`src/rtl/vga_timing_gen.sv`:
```
// vga_timing_gen: parameterised VGA raster timing generator advancing on pixel-clock enables.
// Define VGA_TIMING_PREFETCH_EN to enable the line_prefetch_o strobe; otherwise it is tied to 0.
package vga_timing_pkg;
  typedef struct packed {
    logic hsync_n;
    logic vsync_n;
    logic blank_n;
    logic end_of_line;
    logic end_of_frame;
  } VGA_Timing;
endpackage

module vga_timing_gen
  import vga_timing_pkg::*;
#(
  parameter int H_VISIBLE = 640,
  parameter int H_FRONT   = 16,
  parameter int H_SYNC    = 96,
  parameter int H_BACK    = 48,
  parameter int V_VISIBLE = 480,
  parameter int V_FRONT   = 10,
  parameter int V_SYNC    = 2,
  parameter int V_BACK    = 33,
  parameter int CNT_W     = 11
) (
  input  logic             clk_i,
  input  logic             rst_ni,
  input  logic             pix_ce_i,
  output VGA_Timing        timing_o,
  output logic [CNT_W-1:0] x_o,
  output logic [CNT_W-1:0] y_o,
  output logic [15:0]      frame_cnt_o,
  output logic             line_prefetch_o
);
  localparam int H_TOTAL = H_VISIBLE + H_FRONT + H_SYNC + H_BACK;
  localparam int V_TOTAL = V_VISIBLE + V_FRONT + V_SYNC + V_BACK;
  if (H_SYNC == 0 || V_SYNC == 0 || H_TOTAL > (1 << CNT_W) || V_TOTAL > (1 << CNT_W)) begin : g_bad_params
    $error("vga_timing_gen: illegal geometry parameters");
  end
  // Compare in CNT_W+1 bits so region ends equal to 2^CNT_W stay representable.
  localparam logic [CNT_W:0] H_VIS = (CNT_W+1)'(H_VISIBLE);
  localparam logic [CNT_W:0] H_SB  = (CNT_W+1)'(H_VISIBLE + H_FRONT);
  localparam logic [CNT_W:0] H_SE  = (CNT_W+1)'(H_VISIBLE + H_FRONT + H_SYNC);
  localparam logic [CNT_W:0] H_LST = (CNT_W+1)'(H_TOTAL - 1);
  localparam logic [CNT_W:0] V_VIS = (CNT_W+1)'(V_VISIBLE);
  localparam logic [CNT_W:0] V_SB  = (CNT_W+1)'(V_VISIBLE + V_FRONT);
  localparam logic [CNT_W:0] V_SE  = (CNT_W+1)'(V_VISIBLE + V_FRONT + V_SYNC);
  localparam logic [CNT_W:0] V_LST = (CNT_W+1)'(V_TOTAL - 1);
  localparam VGA_Timing T_RST = '{hsync_n: 1'b1, vsync_n: 1'b1, blank_n: 1'b0, end_of_line: 1'b0, end_of_frame: 1'b0};
  logic [CNT_W-1:0] h_cnt, v_cnt;
  logic [CNT_W:0] h_ext, v_ext;
  logic h_last, v_last, h_sync, v_sync, h_vis, v_vis;
  assign h_ext  = {1'b0, h_cnt};
  assign v_ext  = {1'b0, v_cnt};
  assign h_last = h_ext == H_LST;
  assign v_last = v_ext == V_LST;
  assign h_sync = h_ext >= H_SB && h_ext < H_SE;
  assign v_sync = v_ext >= V_SB && v_ext < V_SE;
  assign h_vis  = h_ext < H_VIS;
  assign v_vis  = v_ext < V_VIS;
  always_ff @(posedge clk_i or negedge rst_ni)
    if (!rst_ni) begin
      h_cnt       <= '0;
      v_cnt       <= '0;
      x_o         <= '0;
      y_o         <= '0;
      frame_cnt_o <= '0;
      timing_o    <= T_RST;
    end else if (pix_ce_i) begin
      timing_o <= '{hsync_n: !h_sync, vsync_n: !v_sync, blank_n: h_vis && v_vis,
                    end_of_line: h_last, end_of_frame: h_last && v_last};
      x_o      <= h_cnt;
      y_o      <= v_cnt;
      h_cnt    <= h_last ? '0 : h_cnt + 1'b1;
      if (h_last) v_cnt <= v_last ? '0 : v_cnt + 1'b1;
      if (h_last && v_last) frame_cnt_o <= frame_cnt_o + 16'd1;
    end else begin
      timing_o.end_of_line  <= 1'b0;
      timing_o.end_of_frame <= 1'b0;
    end
`ifdef VGA_TIMING_PREFETCH_EN
  logic [CNT_W-1:0] v_next;
  assign v_next = v_last ? '0 : v_cnt + 1'b1;
  always_ff @(posedge clk_i or negedge rst_ni)
    if (!rst_ni) line_prefetch_o <= 1'b0;
    else line_prefetch_o <= pix_ce_i && h_last && ({1'b0, v_next} < V_VIS);
`else
  assign line_prefetch_o = 1'b0;
`endif
endmodule

```
`config.mk`:
```
export PLATFORM = sky130hd
export DESIGN_NAME = vga_timing_gen
export DESIGN_NICKNAME = d
export VERILOG_FILES = /design/src/rtl/vga_timing_gen.sv
export SDC_FILE = /design/constraint.sdc
export NUM_CORES = 1
export LEC_CHECK = 0
export CORE_ASPECT_RATIO = 0.7
export CORE_MARGIN = 2
export CORE_UTILIZATION = 51
export DETAILED_ROUTE_END_ITERATION = 8
export GPL_TIMING_DRIVEN = 0
export PLACE_DENSITY = 0.87
export RECOVER_POWER = 25
export SLEW_MARGIN = 20
export SYNTH_ARGS = -nofsm -noshare
export SYNTH_HDL_FRONTEND = slang
export SYNTH_SLANG_ARGS = --single-unit
```
`constraint.sdc`:
```
create_clock -name clk_i -period 3.3 [get_ports clk_i]
set_input_delay 0.495 -clock clk_i [delete_from_list [all_inputs] [get_ports clk_i]]
set_output_delay 0.495 -clock clk_i [all_outputs]
set_load 0.02 [all_outputs]
```
==> images/placement_by_type.png <==
(4 px per um) Fill, decap, tap and diode cells in gray.
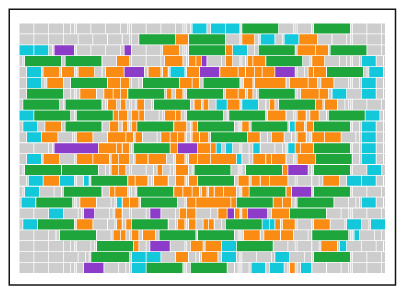
class	color	cells	share of their area
combinational and other logic	orange	181	36%
clock drivers and dummy loads	purple	16	5.3%
flops	green	65	44%
other buffers and delay cells	cyan	60	14%

==> images/cell_density.png <==
(3 px per um) 10 x 7 tiles, from black (low) to pale yellow (high), 0 to 100% covered.
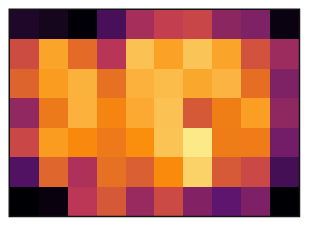
tiles over 75% full	29%
nearly empty tiles	4.3%
fullest tile	95%

==> images/clocks.png <==
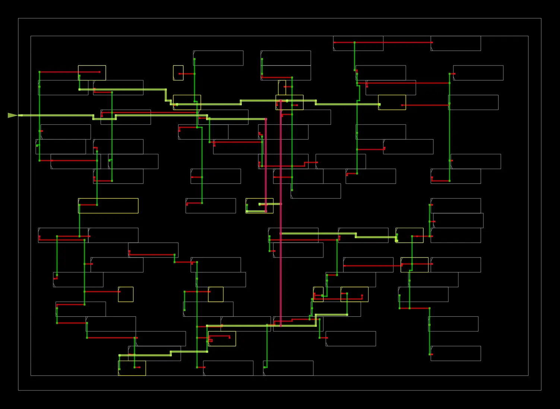
Sink Count: 65
clock tree buffer count of the final layout: 11
Flop Count: 65

==> flow_metrics.tcl <==
# implementation run metrics
set metrics [dict create \
    max-clock-path-buffers 2 \
    cts-hold-fix-buffers 1 \
    grtUsageTotal 0.226 \
    hold_path_depth 1 \
    latest_clock_arrival_within_the_worst_skew_pair_ns 0.35 \
    ctsResizeCount 0 \
    syn-cell-area_um2 3040 \
    setup.worst_path.start_class "primary input" \
    detailedRoute.firstIterationViolations 152 \
    synthToLayoutAreaGrowth_pct 24.7 \
    clk_root_buffer_cell "sky130_fd_sc_hd__clkbuf_8" \
    report.power.total_uw 1830 \
    adder_share 0.0247 \
    critical_path_slowest_stage_cell "sky130_fd_sc_hd__clkbuf_2" \
    post_synth_inst_count 259 \
    synth.area.mux_share 0.0882 \
    slew_violations 0 \
    cap_violations 0 \
    reg2reg_to "frame_cnt_o[3]" \
    warnings 30 \
    post_synth_and_or_nand_nor_area_fraction 0.200 \
    hold_path_end "frame_cnt_o[15]" \
    viasPerCell 5.54 \
    clkSlewWorstSetupHoldPaths_ns 0.07 \
    yosys-top-cells-area "sky130_fd_sc_hd__dfrtp_1, sky130_fd_sc_hd__mux2_2, sky130_fd_sc_hd__xor2_1" \
    synth.avg_cell_area_um2 11.7 \
    lay_top_count "sky130_fd_sc_hd__dfrtp_1" \
    cp.required_ns 3.55 \
    synthDominantAreaCellType "sky130_fd_sc_hd__dfrtp_1" \
    crit_path_end_kind "asynchronous set/reset pin" \
    synth-warning-count 0 \
    die_area_um2 6590 \
    skew_ns 0.00944 \
    layout.filler_cells 447 \
    fp_util 0.530 \
    drt.antenna.violating_nets 0 \
    placement_rows 23 \
    outcome "complete, no violations" \
    hpwl_mm 4.44 \
    post_cts.repair.setup_buffers 0 \
    drive_gt1_frac 0.180 \
    critical_path_peak_fanout 54 \
    synthTopCellsByCount "sky130_fd_sc_hd__dfrtp_1, sky130_fd_sc_hd__xor2_1, sky130_fd_sc_hd__mux2_2" \
    post_synth_main_logic_family "simple AND/OR/NAND/NOR gates" \
    synth-async-reset-ratio 1.00 \
    yosys.area.top_type_share 0.519 \
    core_region_area_um2 5730 \
    worstSetupPathType "in -> async" \
    comb_power_frac 0.133 \
    first_pass_grt_wire_length_mm 10.8 \
    cp_data_arrival_time_ns 2.56 \
]
==> images/clk_routes.png <==
(6 px per um)
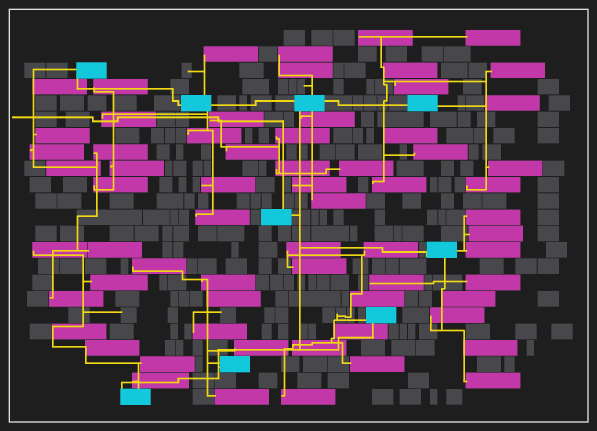
[clock drivers] cyan | count: 9
[clock wires] yellow | length: 840 um
[flip-flops] magenta | count: 65
routed clock nets	10

==> images/detail.png <==
Region (36, 22) to (61, 47) um. Cells in gray, sequential cells in the stronger gray; small squares are vias.
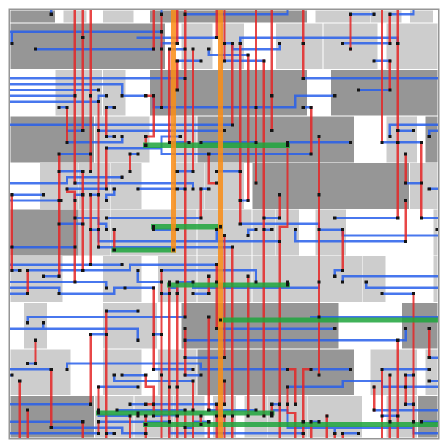
layer	color
metal 3	green
metal 2	red
metal 4	orange
metal 1	blue
netlist names of flops here include	`v_cnt` (5), `frame_cnt_o` (2), `h_cnt` (2)
sequential cells in the window	9
most frequent	dfrtp_1 (9), xor2_1 (5)
cells with their middle in the window	51

[state kept, by name, indices dropped and copies added, names as in the netlist]
register	cells
frame_cnt_o	16
h_cnt	11
v_cnt	11
x_o	11
y_o	11
timing_o	5
[worst max path at each step]
| stage | startpoint | end | slack, ns | depth (start not counted) |
|---|---|---|---|---|
| 3_5_place_dp | pix_ce_i | x_o[3] | 0.92 | 4 |
| 5_1_grt | rst_ni | y_o[10] | 0.57 | 3 |
| 3_3_place_gp | rst_ni | y_o[6] | -0.28 | 1 |
| 4_1_cts | v_cnt[0] | frame_cnt_o[3] | 1.27 | 8 |
| 2_1_floorplan | v_cnt[0] | frame_cnt_o[6] | 1.58 | 8 |
| 6_report | rst_ni | y_o[6] | 0.99 | 3 |
[layer usage]
metal / vias to the layer above / track usage / routed length (um)
li1: 1025 / - / -
met1: 1101 / 0.303 / 2980
met2: 68 / 0.340 / 2890
met3: 6 / 0.0848 / 463
met4: 0 / 0.0750 / 58
met5: - / 0 / 0
[cell families after synthesis]
logic type,count (synthesis)
muxes,24
xor gates and xnor gates,28
adders and majority gates,6
buffers and inverters,23
other,1
and+or+nand+nor,94
DFF,65
AOI/OAI and AO/OA,18
[power groups by stage]
stage	combinational, uW	sequential [uW]	clock, uW
floorplan	103	952	0
global placement	236	921	0
detailed placement	250	928	0
CTS	252	912	687
global route	266	921	734
finish	244	912	675
[critical path, delay by kind of cell]
family                 cells  cell delay, ns
buffers and inverters      3            2.04
[layout make-up]
class | count | area, um2 | share of cell area
Multi-Input combinational cell | 171 | 1300 | 0.343
Clock buffer | 11 | 141 | 0.0374
Inverter | 10 | 37.5 | 0.00992
Clock inverter | 5 | 55.1 | 0.0145
Timing Repair Buffer | 47 | 459 | 0.121
Sequential cell | 65 | 1630 | 0.430
Buffer | 13 | 68.8 | 0.0182
Tap cell | 75 | 93.8 | 0.0248
[metrics by stage]
stage               worst slack, ns  hold slack [ns]  cell area [um2]  utilization  instances
finish                        0.987            0.470             3780        0.661        397
global placement             -0.277            0.461             3580        0.625        379
detailed placement            0.917            0.349             3600        0.629        380
floorplan                      1.58            0.199             3040            -        259
CTS                            1.27            0.474             3810        0.666        397
global route                  0.570            0.511             3780        0.661        397
